### Cell sizes after repair, run 1

Scale bar: 50 um.
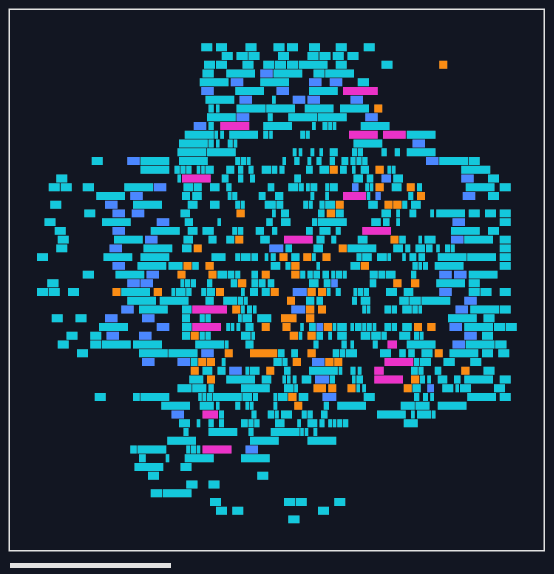
### Sequential cells coloured by netlist name, run 1

Scale bar: 50 um. Other sequential cells in the stronger grey, the rest of the logic in the fainter grey.
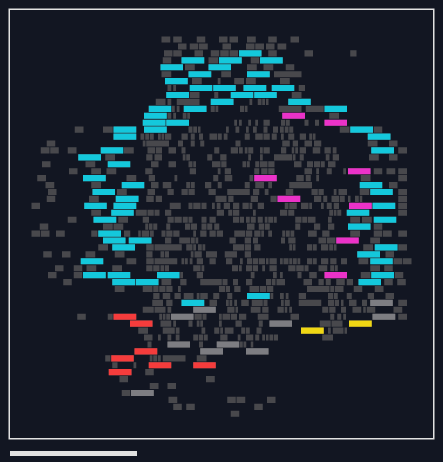
### Signal wires by layer, run 1

Scale bar: 50 um.
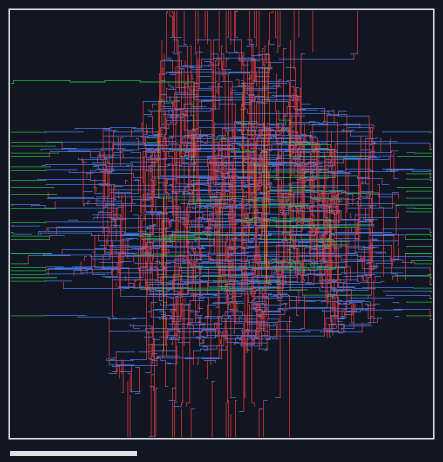
**src/rtl/spi_reg_controller.sv**
```systemverilog
// -----------------------------------------------------------------------------
// spi_reg_controller
//
// Byte-level transaction controller behind an SPI slave shifter. The first
// byte of a transaction is a command (bit7 = 1 read, 0 write; bits 6:0 =
// start address). The bytes that follow are burst reads or writes with 7-bit
// address auto-increment. Config registers are exported to the datapath.
//
// Ports:
//   clk        in   system clock
//   reset      in   asynchronous active-low reset
//   ss_n       in   chip-select synchronised to clk, low = transaction active
//   rx_valid   in   one-cycle pulse, rx_data holds a received byte
//   rx_data    in   received byte
//   status     in   read-only status word, readable at address 0x01
//   tx_data    out  next byte for the slave to shift out
//   tx_load    out  one-cycle pulse, slave latches tx_data
//   cfg_regs   out  flattened config registers, register k at [8k+7:8k]
//   wr_strobe  out  one-cycle pulse on a config register write
//   wr_addr    out  bus address of the last config write
//   abort      out  one-cycle pulse when ss_n rises before any command byte
// -----------------------------------------------------------------------------
module spi_reg_controller #(
   parameter int         NUM_REGS = 8,
   parameter logic [7:0] ID_VALUE = 8'hA5
) (
   input  logic                  clk,
   input  logic                  reset,
   input  logic                  ss_n,
   input  logic                  rx_valid,
   input  logic [7:0]            rx_data,
   input  logic [7:0]            status,
   output logic [7:0]            tx_data,
   output logic                  tx_load,
   output logic [8*NUM_REGS-1:0] cfg_regs,
   output logic                  wr_strobe,
   output logic [6:0]            wr_addr,
   output logic                  abort
);

   typedef enum logic [1:0] {
      ST_IDLE  = 2'd0,
      ST_CMD   = 2'd1,
      ST_READ  = 2'd2,
      ST_WRITE = 2'd3
   } state_t;

   state_t                state_q, state_d, proc_state_s;
   logic [6:0]            addr_q, addr_d;
   logic [7:0]            tx_data_q, tx_data_d;
   logic                  tx_load_q, tx_load_d;
   logic [8*NUM_REGS-1:0] cfg_q, cfg_d;
   logic                  wr_strobe_q, wr_strobe_d;
   logic [6:0]            wr_addr_q, wr_addr_d;
   logic                  abort_q, abort_d;

   // True when the bus address maps onto one of the config registers.
   function automatic logic is_writable(input logic [6:0] a);
      logic hit;
      hit = 1'b0;
      for (int k = 0; k < NUM_REGS; k++) begin
         if (a == 7'(k + 2)) begin
            hit = 1'b1;
         end else begin
            hit = hit;
         end
      end
      return hit;
   endfunction

   // Read mux over the address map; unmapped addresses read as zero.
   function automatic logic [7:0] read_byte(input logic [6:0]            a,
                                            input logic [7:0]            stat,
                                            input logic [8*NUM_REGS-1:0] regs);
      logic [7:0] r;
      r = 8'h00;
      if (a == 7'h00) begin
         r = ID_VALUE;
      end else if (a == 7'h01) begin
         r = stat;
      end else begin
         for (int k = 0; k < NUM_REGS; k++) begin
            if (a == 7'(k + 2)) begin
               r = regs[8*k +: 8];
            end else begin
               r = r;
            end
         end
      end
      return r;
   endfunction

   // Next-state and registered-output computation.
   always_comb begin
      proc_state_s = state_q;
      addr_d       = addr_q;
      tx_data_d    = tx_data_q;
      tx_load_d    = 1'b0;
      cfg_d        = cfg_q;
      wr_strobe_d  = 1'b0;
      wr_addr_d    = wr_addr_q;
      abort_d      = 1'b0;

      case (state_q)
         ST_IDLE: begin
            // rx_valid is deliberately ignored here.
            if (!ss_n) begin
               proc_state_s = ST_CMD;
               tx_data_d    = 8'h00;
               tx_load_d    = 1'b1;
            end else begin
               proc_state_s = ST_IDLE;
            end
         end
         ST_CMD: begin
            if (rx_valid) begin
               tx_load_d = 1'b1;
               if (rx_data[7]) begin
                  // Start byte goes out now, so the pointer moves past it.
                  proc_state_s = ST_READ;
                  tx_data_d    = read_byte(rx_data[6:0], status, cfg_q);
                  addr_d       = rx_data[6:0] + 7'd1;
               end else begin
                  proc_state_s = ST_WRITE;
                  tx_data_d    = 8'h00;
                  addr_d       = rx_data[6:0];
               end
            end else if (ss_n) begin
               abort_d = 1'b1;
            end else begin
               abort_d = 1'b0;
            end
         end
         ST_READ: begin
            if (rx_valid) begin
               tx_data_d = read_byte(addr_q, status, cfg_q);
               tx_load_d = 1'b1;
               addr_d    = addr_q + 7'd1;
            end else begin
               tx_load_d = 1'b0;
            end
         end
         ST_WRITE: begin
            if (rx_valid) begin
               for (int k = 0; k < NUM_REGS; k++) begin
                  if (addr_q == 7'(k + 2)) begin
                     cfg_d[8*k +: 8] = rx_data;
                  end else begin
                     cfg_d[8*k +: 8] = cfg_d[8*k +: 8];
                  end
               end
               if (is_writable(addr_q)) begin
                  wr_strobe_d = 1'b1;
                  wr_addr_d   = addr_q;
               end else begin
                  wr_strobe_d = 1'b0;
               end
               tx_data_d = 8'h00;
               tx_load_d = 1'b1;
               addr_d    = addr_q + 7'd1;
            end else begin
               tx_load_d = 1'b0;
            end
         end
         default: begin
            proc_state_s = ST_IDLE;
         end
      endcase

      // A byte arriving with ss_n high is processed above first; deselect
      // then wins the state transition.
      if ((state_q != ST_IDLE) && ss_n) begin
         state_d = ST_IDLE;
      end else begin
         state_d = proc_state_s;
      end
   end

   // State and output registers.
   always_ff @(posedge clk or negedge reset) begin
      if (!reset) begin
         state_q     <= ST_IDLE;
         addr_q      <= 7'd0;
         tx_data_q   <= 8'h00;
         tx_load_q   <= 1'b0;
         cfg_q       <= '0;
         wr_strobe_q <= 1'b0;
         wr_addr_q   <= 7'd0;
         abort_q     <= 1'b0;
      end else begin
         state_q     <= state_d;
         addr_q      <= addr_d;
         tx_data_q   <= tx_data_d;
         tx_load_q   <= tx_load_d;
         cfg_q       <= cfg_d;
         wr_strobe_q <= wr_strobe_d;
         wr_addr_q   <= wr_addr_d;
         abort_q     <= abort_d;
      end
   end

   assign tx_data   = tx_data_q;
   assign tx_load   = tx_load_q;
   assign cfg_regs  = cfg_q;
   assign wr_strobe = wr_strobe_q;
   assign wr_addr   = wr_addr_q;
   assign abort     = abort_q;

endmodule

```
**config.mk**
```make
export PLATFORM = sky130hd
export DESIGN_NAME = spi_reg_controller
export DESIGN_NICKNAME = d
export VERILOG_FILES = /design/src/rtl/spi_reg_controller.sv
export SDC_FILE = /design/constraint.sdc
export NUM_CORES = 1
export LEC_CHECK = 0
export CAP_MARGIN = 30
export CORE_AREA = 8 8 158 160
export DETAILED_ROUTE_END_ITERATION = 10
export DIE_AREA = 0 0 166 168
export PLACE_DENSITY = 0.56
export SYNTH_ARGS = -nofsm -noshare
export SYNTH_HDL_FRONTEND = slang
export SYNTH_SLANG_ARGS = --single-unit
```
**constraint.sdc**
```tcl
create_clock -name clk -period 3.2 [get_ports clk]
set_input_delay 0.8 -clock clk [delete_from_list [all_inputs] [get_ports clk]]
set_output_delay 0.8 -clock clk [all_outputs]
set_load 0.005 [all_outputs]
```
==> impl_metrics.ini, run 1 <==
; physical design summary
[outcome]
status = finished, final reports clean

[power_and_ir_drop]
power_density_nw_per_um2 = 527.1
p_leak_nw = 3.225

[placed_design]
finalWeightedCongestion = 0.9196
io_buffers = 101

[cells_and_area]
combGateArea_um2 = 3025
nFillCells = 2316
flop_area_um2 = 2277
area_delta_synth_final_pct = 37.11
final_layout_size_suffix_gt1_share_pct = 20.68
final_common_cell = clkdlybuf4s50_1

[drt]
met2_length_um = 9796
drtAntennaViolNets = 0
dr.pass1.iters = 5
dr_wl_met3_um = 1605
highest_layer = met4

[logic_synthesis]
flop_cell = dfrtp_1
synthAoiAreaFrac_pct = 22.10
ys_cells = 589
xor_area_share_pct = 0.9509
synthesis.nets = 621
async_flop_share_pct = 100.0
netlist_instances = 589

[grt]
antenna_found_initial = 0

[timing]
hold_viol = 0
timing.fmax_ghz = 0.3410
drv_slew = 0
maxSlewHeadroom_pct = 59.98
min_period_over_period_pct = 91.65
fin_skew_ps = 9.506

[worst_setup_path]
cpPeakStageDelay_ps = 550
crit_path_cell_trace = clkdlybuf4s50_1, buf_4, ha_1, nor2b_1, a22o_1, a221oi_1, nor2_1, o41ai_1, nand4_1
reg2reg_from = addr_q[0]

[clock_tree]
root_buffer = clkbuf_16
cts_buffers = 9
clk_path_buf_depth = 2

[die]
core_area_um2 = 22370
num_rows = 55
dieArea_um2 = 27890

[run]
drv_cap = 0
About 'Cell sizes after repair':
[orange] drive 3 to 4 | cells: 70 | share: 9.6% | most used: buf_4
[blue] drive 2 | cells: 65 | share: 8.9% | most used: mux2_2
[cyan] drive 1 or less | cells: 579 | share: 79% | most used: clkdlybuf4s50_1
[magenta] drive 6 and up | cells: 16 | share: 2.2% | most used: clkbuf_16

About 'Sequential cells coloured by netlist name':
[magenta] `tx_data` | sequential cells: 8 | where: right middle
[red] `wr_addr` | sequential cells: 7
[cyan] `cfg_regs` | sequential cells: 64
[yellow] `state_q` | sequential cells: 2
not coloured: 10

About 'Signal wires by layer':
[green] met3 | wire length: 1,610 um
[orange] met4 | wire length: 448 um
[red] met2 | wire length: 9,800 um
[blue] met1 | wire length: 10,200 um

## run 1: worst paths after layout
check / endpoint / slack, ps / cells past startpoint
max in group asynchronous: cfg_regs[26] / 2070 / 2
min: cfg_regs[36] / 440 / 1
min reg2reg: wr_addr[4] / 490 / 1
max: tx_data[3] / 270 / 9
max reg2reg: tx_data[2] / 740 / 7
min in group clk: wr_addr[4] / 490 / 1
## run 1: area by class of cell
class	instances	area share, %
multi-input cells	441	39.93
flip-flops and latches	91	30.05
repair buffers	169	20.38
well taps	285	4.706
clock buffers	11	3.203
clock inverters	5	1.090
inverters	13	0.6440
## run 1: registers in the layout, summed over array words and instances, names as in the netlist
name and count:
tx_data 8, wr_addr 7, abort 1, state_q 2
addr_q 7, tx_load 1, cfg_regs 64, wr_strobe 1
## run 1: worst max-delay path, delay by kind of cell
family | cells | cell delay, ps
and+or+nand+nor | 3 | 430
buffers and inverters | 2 | 790
AOI/OAI and AO/OA | 3 | 880
adders and majority gates | 1 | 250
## run 1: power by group
part           total (mW)  internal [mW]  leakage [nW]  switching (mW)
Combinational        1.39          0.558          1.83           0.830
Sequential           1.43           1.26          1.23           0.175
Clock                1.18          0.710         0.161           0.465
Total                3.99           2.52          3.23            1.47
## run 1: cells by family (layout without fill, tap and decap cells)
logic type      count (synthesis)  count (layout)
compound gates                182             182
xor+xnor                        6               6
fa+ha+maj                      12              12
buf+inv                        57             198
flops                          91              91
mux                            61              61
simple gates                  180             180
## run 1: per-stage QoR
stage	worst slack, ps	cell area, um2	util [%]	power (mW)
2_1_floorplan	369.2	5527	-	2.238
3_3_place_gp	-44.94	7252	32.43	2.818
3_5_place_dp	-50.06	7252	32.43	2.830
4_1_cts	327.7	7577	33.88	4.018
5_1_grt	124.3	7577	33.88	4.229
6_report	267.2	7577	33.88	3.994
==> run 2, diff against run 1 <==
--- a/config.mk
+++ b/config.mk
@@ -9,7 +9,7 @@
 export CORE_AREA = 8 8 158 160
 export DETAILED_ROUTE_END_ITERATION = 10
 export DIE_AREA = 0 0 166 168
-export PLACE_DENSITY = 0.56
+export PLACE_DENSITY = 0.57
 export SYNTH_ARGS = -nofsm -noshare
 export SYNTH_HDL_FRONTEND = slang
 export SYNTH_SLANG_ARGS = --single-unit
==> constraint.sdc (replaced) <==
create_clock -name clk -period 2.4 [get_ports clk]
set_input_delay 0.6 -clock clk [delete_from_list [all_inputs] [get_ports clk]]
set_output_delay 0.6 -clock clk [all_outputs]
set_load 0.005 [all_outputs]
==> impl_metrics.ini, run 2 <==
; physical design summary
[power_and_ir_drop]
power_density_nw_per_um2 = 665.1
power.group.top = combinational cells
p_seq_share_pct = 35.7
p_int_mw = 3.226
sw_frac_of_total_pct = 38.17
clkPwrFrac_pct = 24.8
comb-power_mw = 2.06
p_comb_share_pct = 39.6
switching_power_mw = 1.992
p_leak_nw = 3.382
power_mw = 5.219
p_seq_mw = 1.86
pwr.group.clock_mw = 1.29

[logic_synthesis]
ys_seq_share_pct = 41.20
area_leaders = dfrtp_1, mux2_2, o21ai_0, nand2_1, a21oi_1
synthesis.nets = 621
common_cells = dfrtp_1, nand2_1, mux2_2
synth.top_cell.area_share_pct = 41.20
synth.avg_cell_area_um2 = 9.383
yosys_area_um2 = 5527
yosysMostFrequentCell = dfrtp_1
ys_cells = 589
synth_cell_types = 61
flop_cell = dfrtp_1
netlist_instances = 589
async_flop_share_pct = 100.0

[placed_design]
dp_slack_ps = -744.9
dp.cells = 1036
io_buffers = 101
dp_hpwl_um = 17400
finalWeightedCongestion = 0.9278

[timing]
setup_viol = 0
holdWs_ps = 246.5
worst_slew_pin_slew_ps = 539.3
setup_slack_ps = 53.54
min_period_over_period_pct = 97.77
hold_viol = 0
maxSlewHeadroom_pct = 64.04
timing.fmax_ghz = 0.4262
drv_slew = 0

[cells_and_area]
final_common_cell = buf_4
nFillCells = 2291
fin_util_pct = 35.08
stdcell_count = 1050
fin_nets = 794
antennaDiodeCount = 0
largest_reg_flops = 64
final_layout_size_suffix_gt1_share_pct = 26.27
area_delta_synth_final_pct = 41.97

[outcome]
status = finished, final reports clean

[clock_tree]
cts_tree = yes
clk_path_buf_depth = 2
root_buffer = clkbuf_16

[hold_path]
min_path_type = primary input to asynchronous set/reset pin

[grt]
grt_pass1_vias = 5459
antenna_found_initial = 0
grt_pass1_wl_um = 33800

[drt]
num_vias = 5435
drt_wl_total_um = 21890
dr.pass1.iters = 6
dr_wl_met3_um = 1559
met2_length_um = 9812
drtAntennaViolNets = 0
highest_layer = met4
via_per_inst = 5.176

[worst_setup_path]
cp.arrival_ps = 2580
rrSetupSlack_ps = 50
cp-end-kind = flip-flop

[die]
die_w_um = 166
num_rows = 55
dieArea_um2 = 27890
core_area_um2 = 22370

[run]
drv_cap = 0
==> run 2: what timing repair did <==
| action | in CTS | in global routing |
|---|---|---|
| setup endpoints to repair | 8 | 13 |
| hold buffers | 0 | 0 |
| gates resized | 18 | 8 |
| pin swaps | 1 | 4 |
==> run 2: worst paths after layout <==
path,start,depth (start not counted),to
worst max-delay path,addr_q[4],6,cfg_regs[50]
worst min-delay path,reset,2,tx_load
worst max register to register,addr_q[4],6,cfg_regs[50]
worst min register to register,wr_addr[0],2,wr_addr[0]
max in group asynchronous,reset,2,state_q[0]
min in group clk,wr_addr[0],2,wr_addr[0]
==> run 2: area by class of cell <==
class                           instances  area [um2]  area share (%)
Multi-Input combinational cell        441        3083           39.29
Timing Repair Buffer                  206        1815           23.14
Inverter                               13       56.30          0.7176
Sequential cell                        91        2277           29.02
Tap cell                              285       356.6           4.545
Clock inverter                          4       28.78          0.3668
Clock buffer                           10       229.0           2.918
==> run 2: per-layer routing <==
layer  vias up  GRT usage, %
met1      2650         21.26
met5         -             0
li1       2554             -
met2       207         24.10
met4         0         4.387
met3        24         3.835
==> run 2: kinds of logic after synthesis <==
kind of cell | Yosys count | share of synthesized area [%]
buf+inv | 57 | 4.053
fa+ha+maj | 12 | 2.717
flops | 91 | 41.20
compound gates | 182 | 22.10
simple gates | 180 | 16.71
mux | 61 | 12.27
xor+xnor | 6 | 0.9509
==> run 2: critical path, stage by stage, from the launching register on <==
cell,delay [ps]
dfrtp_1,480
nor4_2,500
nand2_1,300
buf_4,230
nor2_2,170
buf_4,200
mux2_2,340
==> run 2: through the flow <==
| step | TNS, ps | cell area [um2] |
|---|---|---|
| detailed placement | -7618 | 7569 |
| floorplan | -515.5 | 5580 |
| global route | -14.94 | 7846 |
| CTS | 0 | 7845 |
| global placement | -7826 | 7569 |
| finish | 0 | 7846 |
### Cell sizes after repair, run 2

Scale bar: 50 um.
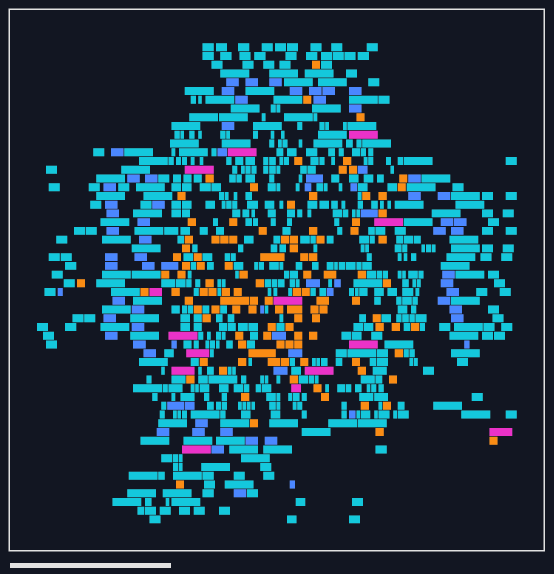
[orange] drive 3 to 4 | cells: 112 | share: 15% | most used: buf_4
[blue] drive 2 | cells: 75 | share: 9.8% | most used: mux2_2
[cyan] drive 1 or less | cells: 564 | share: 74% | most used: clkdlybuf4s50_1
[magenta] drive 6 and up | cells: 14 | share: 1.8% | most used: clkbuf_16

### Clock nets, run 2

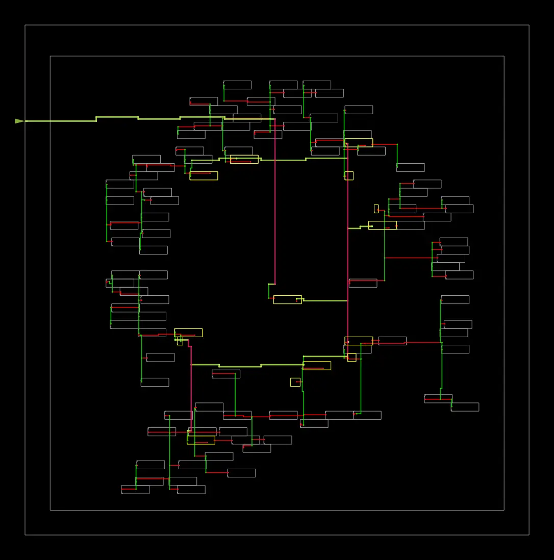
Worst Skew: 6.708 ps
Flop Count: 91
Latency at later pin: 350 ps
clock sink count: 91
TritonCTS buffer count: 9

### Sequential cells coloured by netlist name, run 2

Scale bar: 50 um. Other sequential cells in the stronger grey, the rest of the logic in the fainter grey.
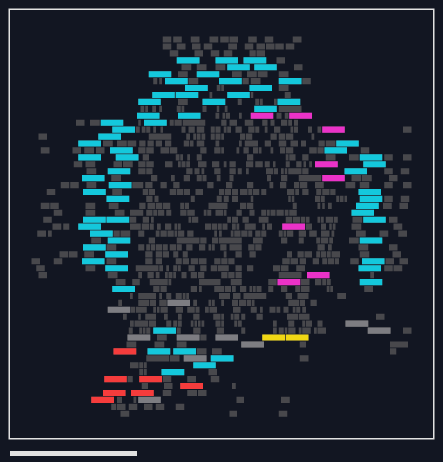

==> run 3, diff against run 2 <==
--- a/config.mk
+++ b/config.mk
@@ -5,11 +5,12 @@
 export SDC_FILE = /design/constraint.sdc
 export NUM_CORES = 1
 export LEC_CHECK = 0
+export ABC_CLOCK_PERIOD_IN_PS = 2400
 export CAP_MARGIN = 30
-export CORE_AREA = 8 8 158 160
+export CORE_AREA = 8 8 117 119
 export DETAILED_ROUTE_END_ITERATION = 10
-export DIE_AREA = 0 0 166 168
-export PLACE_DENSITY = 0.57
+export DIE_AREA = 0 0 125 127
+export PLACE_DENSITY = 0.88
 export SYNTH_ARGS = -nofsm -noshare
 export SYNTH_HDL_FRONTEND = slang
 export SYNTH_SLANG_ARGS = --single-unit
### Sequential cells coloured by netlist name, run 3

Scale bar: 50 um. Other sequential cells in the stronger grey, the rest of the logic in the fainter grey.
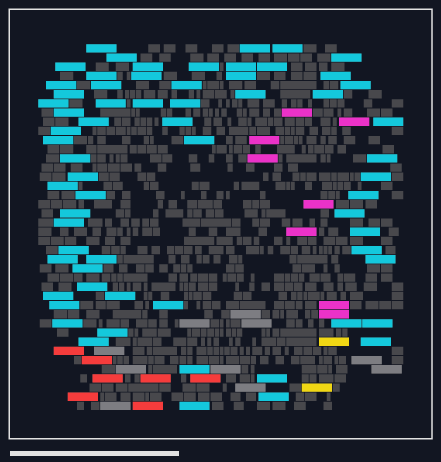
[yellow] `state_q` | sequential cells: 2
[red] `wr_addr` | sequential cells: 7 | where: bottom left
[magenta] `tx_data` | sequential cells: 8
[cyan] `cfg_regs` | sequential cells: 64 | where: spread over the die

### Wires at chosen ports, followed through buffers, run 3

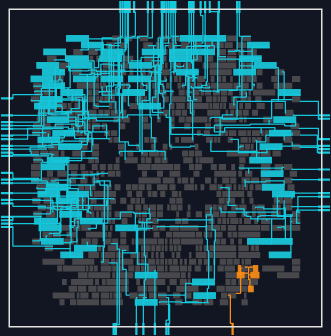
[orange] `ss_n` | bits: 1 | direction: input | edge: bottom | end cells: 5 | wire: 46.4 um
[cyan] `cfg_regs` | bits: 64 | direction: output | edge: 24 top, 21 left, 12 right, 7 bottom | end cells: 64 | wire: 4,170 um

==> impl_metrics.ini, run 3 <==
; physical design summary
[grt]
busiest_layer = met2
grt_util_met1_pct = 34.14
antenna_found_initial = 0
grt_use_met2_pct = 44.20
grt_pass1_vias = 5850

[logic_synthesis]
common_cells = dfrtp_1, nand2_1, mux2_2
yosys_area_um2 = 5527
synthesis.nets = 621
ys_seq_share_pct = 41.20
async_flop_share_pct = 100.0
yosysMostFrequentCell = dfrtp_1
ys_cells = 589

[timing]
maxSlewHeadroom_pct = 68.61
drv_slew = 0
worst_slew_pin_slew_ps = 469.7
setup_viol = 0
setup_slack_ps = 26.93
timing.fmax_ghz = 0.4214
fin_skew_ps = 9.191
hold_viol = 0

[drt]
drtAntennaViolNets = 0
dr_wl_met3_um = 2152
highest_layer = met4
num_vias = 5779
dr.pass1.iters = 8
met2_length_um = 9998

[power_and_ir_drop]
p_leak_nw = 3.430
power_density_nw_per_um2 = 717.4
power_mw = 5.582

[hold_path]
min_path_type = primary input to asynchronous set/reset pin

[cells_and_area]
design_area_um2 = 7780
nFillCells = 960
largest_reg_flops = 64

[placed_design]
finalWeightedCongestion = 1.016
io_buffers = 101
dp.cells = 894
placed_area_um2 = 7378

[clock_tree]
clk_path_buf_depth = 2
cts_sinks = 91

[run]
drv_cap = 0

[die]
core_area_um2 = 11810
num_rows = 40

[worst_setup_path]
cp.arrival_ps = 2670

[outcome]
status = finished, final reports clean
==> run 3: critical path, cell delays in order (launching register included) <==
cell and delay, ps:
dfrtp_1 500, or4_4 630, nor4_2 410, o2bb2ai_1 220, o32ai_1 120, o221ai_1 230
a221o_1 190
==> run 3: report_power, final <==
| part | switching, mW | leakage, nW | internal [mW] |
|---|---|---|---|
| sequential | 0.206 | 1.23 | 1.67 |
| clock | 0.670 | 0.155 | 0.926 |
| combinational | 1.25 | 2.04 | 0.859 |
| total | 2.12 | 3.43 | 3.46 |
==> run 3: final cells by class <==
class / count / area [um2] / share of cell area (%)
multi-input combinational: 441 / 3120 / 40.11
sequential: 91 / 2277 / 29.27
timing repair buffer: 202 / 1817 / 23.35
clock buffer: 10 / 229.0 / 2.943
tap: 147 / 183.9 / 2.364
clock inverter: 6 / 96.34 / 1.238
inverter: 13 / 56.30 / 0.7237
==> run 3: final timing paths <==
path / depth (start not counted) / slack [ps] / to / start
min reg2reg: 1 / 490 / wr_addr[4] / wr_addr[4]
max: 6 / 30 / tx_data[2] / addr_q[4]
max in group asynchronous: 2 / 1650 / tx_data[6] / reset
min in group clk: 1 / 490 / wr_addr[4] / wr_addr[4]
min: 1 / 110 / addr_q[0] / reset
max reg2reg: 6 / 30 / tx_data[2] / addr_q[4]
==> run 3: repair_timing <==
| action | CTS | global route |
|---|---|---|
| setup endpoints to repair | 12 | 8 |
| pin swaps | 1 | 4 |
| gates resized | 21 | 11 |
==> run 3: kinds of logic after synthesis <==
| group | share of synthesized area, % |
|---|---|
| mux | 12.27 |
| buf+inv | 4.053 |
| xor+xnor | 0.9509 |
| fa+ha+maj | 2.717 |
| compound gates | 22.10 |
| simple gates | 16.71 |
| flops | 41.20 |
No activity file was given, so power comes from the tool's default toggle rates.
